### Wires at chosen ports, followed through buffers

Scale: 3 px per um.
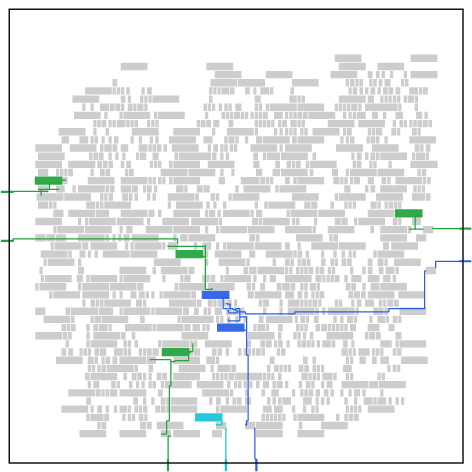
### Routed clock nets over the placement

Scale: 3 px per um.
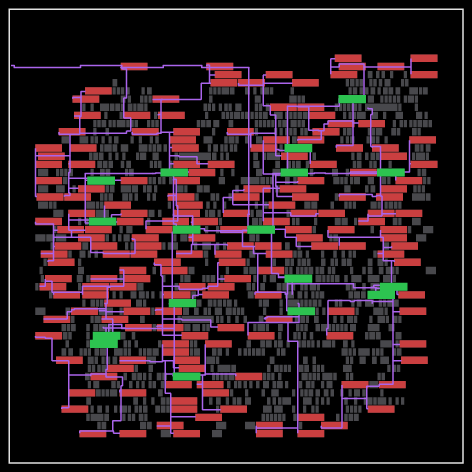
`src/rtl/button_repeat_conditioner.sv`:
```
// Button front end for a kitchen-timer style UI.
// Synchronises and debounces four raw buttons, then turns held min/sec presses into auto-repeating increment pulses.
module button_repeat_conditioner #(
    parameter int unsigned DEBOUNCE_CYCLES = 50000,
    parameter int unsigned REPEAT_DELAY    = 2500000,
    parameter int unsigned REPEAT_RATE     = 500000
) (
    input  logic       clk,
    input  logic       reset,
    input  logic       button_modify,
    input  logic       button_min_raw,
    input  logic       button_sec_raw,
    input  logic       button_start_raw,
    output logic       min_inc,
    output logic       sec_inc,
    output logic       start_level,
    output logic       start_press,
    output logic [1:0] edit_state,
    output logic [3:0] debounced_levels
);

    localparam logic [31:0] DB_EFF = (DEBOUNCE_CYCLES == 0) ? 32'd1 : 32'(DEBOUNCE_CYCLES);
    localparam logic [31:0] RD_EFF = (REPEAT_DELAY == 0) ? 32'd1 : 32'(REPEAT_DELAY);
    localparam logic [31:0] RR_EFF = (REPEAT_RATE == 0) ? 32'd1 : 32'(REPEAT_RATE);

    // Bit order everywhere: 0 = min, 1 = sec, 2 = modify, 3 = start.
    localparam int MIN = 0;
    localparam int SEC = 1;
    localparam int MOD = 2;
    localparam int STA = 3;

    typedef enum logic [1:0] {
        IDLE   = 2'd0,
        FIRST  = 2'd1,
        DELAY  = 2'd2,
        REPEAT = 2'd3
    } state_t;

    logic [3:0]  raw_in;
    logic [3:0]  sync1;
    logic [3:0]  sync2;
    logic [3:0]  db_level;
    logic [31:0] db_cnt [4];
    logic [1:0]  db_prev;

    state_t      state;
    state_t      state_next;
    logic        owner_sec;
    logic        owner_next;
    logic [31:0] cnt;
    logic [31:0] cnt_next;
    logic        pulse;
    logic        owner_held;
    logic        min_rise;
    logic        sec_rise;
    logic        start_level_d;

    function automatic logic [31:0] sat_inc(input logic [31:0] v);
        return (v == 32'hFFFF_FFFF) ? v : v + 32'd1;
    endfunction

    assign raw_in = {button_start_raw, button_modify, button_sec_raw, button_min_raw};

    always_ff @(posedge clk or posedge reset) begin
        if (reset) begin
            sync1 <= '0;
            sync2 <= '0;
        end else begin
            sync1 <= raw_in;
            sync2 <= sync1;
        end
    end

    // A level flips only after DB_EFF consecutive disagreeing samples; any agreement restarts the count.
    always_ff @(posedge clk or posedge reset) begin
        if (reset) begin
            db_level <= '0;
            db_prev  <= '0;
            for (int i = 0; i < 4; i++) db_cnt[i] <= '0;
        end else begin
            db_prev <= db_level[1:0];
            for (int i = 0; i < 4; i++) begin
                if (sync2[i] == db_level[i]) begin
                    db_cnt[i] <= '0;
                end else if (db_cnt[i] >= DB_EFF - 32'd1) begin
                    db_level[i] <= sync2[i];
                    db_cnt[i]   <= '0;
                end else begin
                    db_cnt[i] <= sat_inc(db_cnt[i]);
                end
            end
        end
    end

    // Presses are accepted only on a debounced rising edge, so a level already high when editing
    // becomes possible never starts an edit by itself.
    assign min_rise   = db_level[MIN] & ~db_prev[MIN];
    assign sec_rise   = db_level[SEC] & ~db_prev[SEC];
    assign owner_held = owner_sec ? db_level[SEC] : db_level[MIN];

    always_comb begin
        state_next = state;
        owner_next = owner_sec;
        cnt_next   = cnt;
        pulse      = 1'b0;
        case (state)
            IDLE: begin
                cnt_next = '0;
                if (db_level[MOD] && (sec_rise || min_rise)) begin
                    state_next = FIRST;
                    owner_next = sec_rise;
                    pulse      = 1'b1;
                end
            end
            default: begin
                if (!owner_held || !db_level[MOD]) begin
                    state_next = IDLE;
                    cnt_next   = '0;
                end else if (state == FIRST) begin
                    state_next = DELAY;
                    cnt_next   = sat_inc(cnt);
                end else if (state == DELAY && cnt >= RD_EFF - 32'd1) begin
                    state_next = REPEAT;
                    cnt_next   = '0;
                    pulse      = 1'b1;
                end else if (state == REPEAT && cnt >= RR_EFF - 32'd1) begin
                    cnt_next = '0;
                    pulse    = 1'b1;
                end else begin
                    cnt_next = sat_inc(cnt);
                end
            end
        endcase
    end

    // Pulses are registered on the transition, so each is visible in the cycle it is issued
    // and the counter reads 0 in that same cycle.
    always_ff @(posedge clk or posedge reset) begin
        if (reset) begin
            state         <= IDLE;
            owner_sec     <= 1'b0;
            cnt           <= '0;
            min_inc       <= 1'b0;
            sec_inc       <= 1'b0;
            start_level   <= 1'b0;
            start_level_d <= 1'b0;
            start_press   <= 1'b0;
        end else begin
            state         <= state_next;
            owner_sec     <= owner_next;
            cnt           <= cnt_next;
            min_inc       <= pulse & ~owner_next;
            sec_inc       <= pulse & owner_next;
            start_level   <= db_level[STA];
            start_level_d <= start_level;
            start_press   <= start_level & ~start_level_d;
        end
    end

    assign edit_state       = state;
    assign debounced_levels = db_level;

endmodule
```
`config.mk`:
```
export PLATFORM = sky130hd
export DESIGN_NAME = button_repeat_conditioner
export DESIGN_NICKNAME = d
export VERILOG_FILES = /design/src/rtl/button_repeat_conditioner.sv
export SDC_FILE = /design/constraint.sdc
export NUM_CORES = 1
export LEC_CHECK = 0
export ABC_AREA = 1
export CORE_MARGIN = 8
export CORE_UTILIZATION = 47
export DETAILED_ROUTE_END_ITERATION = 8
export PLACE_DENSITY = 0.66
export RECOVER_POWER = 50
export SLEW_MARGIN = 0
export SYNTH_ARGS = -nofsm -noshare
export SYNTH_HDL_FRONTEND = slang
export SYNTH_SLANG_ARGS = --single-unit
```
`constraint.sdc`:
```
create_clock -name clk -period 7.6 [get_ports clk]
set_input_delay 1.14 -clock clk [delete_from_list [all_inputs] [get_ports clk]]
set_output_delay 1.14 -clock clk [all_outputs]
set_load 0.05 [all_outputs]
```
==> Slide: Implementation Results <==
Synthesis and Place & Route Summary

Outcome
  – Outcome: finished, final reports clean

Power and ir drop
  – Clock Power Share: 44.6%
  – VDD IR max: 0.160 mV

Clock tree
  – Reg clk slew, reported paths: 0.06 ns
  – Sink Count: 182
  – CTS tree: done

Layout
  – # nets final: 1120
  – Final core utilization: 54.2%

Job
  – Max_cap viols: 0

Yosys
  – Yosys top cell by instances: nand2_1
  – Dominant flop cell: dfrtp_1
  – Cell type with the largest total area: dfrtp_1
  – Area leader share: 53.4%
  – Async S/R FF share, synth: 100%
  – Main area contributors: dfrtp_1 (53%), nand2_1 (9.1%), nor2_1 (7.9%), inv_1 (5.1%), nand3_1 (3.6%)
  – Post-synth EDFFs: 0
  – Mux frac, synth: 0%
  – Top cells by count, synth: nand2_1 (206), dfrtp_1 (182), nor2_1 (180)
  – Synth cell types: 46
  – Yosys stat area: 8530 um^2

Placement
  – Dpl cells: 1319
  – Dpl hpwl: 11400 um

Final timing
  – Fmax: 0.342 GHz
  – TNS Setup: 0 ns
  – Min cycle time layout: 2.92 ns
  – Worst-Margin Slew: 1.09 ns
  – Final hold vios: 0
  – Final setup margin: 4.68 ns

Routing
  – Vias per inst: 4.94
  – WL/cell: 12.2 um
  – DRT Pass-1 Iters: 5

Min path
  – Worst Hold Path Cells: 0
  – Hold wc startpoint: sync1[2]$_DFF_PP0_

Die
  – Die y size: 151 um
  – DIE AREA: 22700 um^2

Worst setup path
  – Crit Path Category: input port to asynchronous set/reset pin
Back to the opening pictures, 'Wires at chosen ports, followed through buffers':
[`debounced_levels`] green | bits: 4 | direction: output | edge: 2 west, 1 south, 1 east | end cells: 4 | wire: 197 um
[`edit_state`] blue | bits: 2 | direction: output | edge: 1 east, 1 south | end cells: 2 | wire: 169 um
[`sec_inc`] cyan | bits: 1 | direction: output | edge: south | end cells: 1 | wire: 14.6 um
I/O Buffers: 15
# IOs: 16

Back to the opening pictures, 'Routed clock nets over the placement':
[flip-flops] red | count: 182
[clock wires] purple | length: 2160 um
[clock-net drivers] green | count: 17
routed clock nets: 18
Clock Latency Late Sink: 0.43 ns
clk pwr: 0.909 mW
skew final: 0.0110 ns

==> flip-flops by register name, summed over array words and instances (netlist names), 2 cells and up <==
register and count:
db_prev 2, db_cnt 128, debounced_levels 4, cnt 32, edit_state 2, sync2 4
sync1 4
==> area by class of cell <==
cell class | count | area (um^2) | share of cell area, %
Clock buffer | 18 | 439 | 4.53
Clock inverter | 12 | 165 | 1.70
Inverter | 121 | 464 | 4.79
Multi-Input combinational cell | 771 | 3630 | 37.4
Sequential cell | 182 | 4550 | 47.0
Tap cell | 229 | 287 | 2.96
Timing Repair Buffer | 16 | 158 | 1.63
==> cells in the final DEF, fill, tap and decap left out, types with 23 or more instances in the layout <==
| master | count |
|---|---|
| nand4_1 | 33 |
| nand3_1 | 64 |
| inv_1 | 116 |
| nor4_1 | 23 |
| nor3_1 | 30 |
| a21oi_1 | 40 |
| nand2_1 | 210 |
| dfrtp_1 | 182 |
| conb_1 | 64 |
| nor2_1 | 183 |
| o21ai_0 | 36 |
==> worst max-delay path: stages <==
cell           delay [ns]
dlygate4sd3_1        0.58
clkinv_4             0.62
buf_4                0.91
==> metal layers <==
layer / GRT usage (%) / vias to the layer above / wire, um
met3: 3.88 / 21 / 741
met5: 0 / - / 0
met4: 5.69 / 0 / 221
met2: 24.6 / 119 / 7790
met1: 20.2 / 3092 / 7760
li1: - / 3426 / -
==> power by group through the flow <==
stage                     Clock (mW)  Sequential [mW]  Combinational, mW
after global routing           0.969             1.03              0.122
after floorplan                    0             1.06             0.0630
after detailed placement           0             1.04              0.112
after CTS                      0.929             1.02              0.113
after global placement             0             1.04              0.112
final                          0.909             1.02              0.107
==> worst max path at each step <==
| stage | start | to | slack (ns) | cells after the start |
|---|---|---|---|---|
| 6_report | reset | cnt[22]$_DFF_PP0_ | 4.68 | 3 |
| 5_1_grt | reset | cnt[22]$_DFF_PP0_ | 4.27 | 3 |
| 4_1_cts | reset | cnt[22]$_DFF_PP0_ | 4.66 | 3 |
| 3_5_place_dp | reset | db_cnt[44]$_DFFE_PP0P_ | 4.20 | 3 |
| 3_3_place_gp | reset | db_cnt[44]$_DFFE_PP0P_ | 4.22 | 3 |
| 2_1_floorplan | reset | cnt[0]$_DFF_PP0_ | 1.52 | 1 |
==> kinds of logic after synthesis <==
kind of cell	Yosys count
other	1
adder cells (fa/ha/maj)	5
buffers and inverters	130
XOR/XNOR	23
AND/OR/NAND/NOR	582
AND-OR/OR-AND	97
flip-flops	182
No activity file was given, so power comes from the tool's default toggle rates.
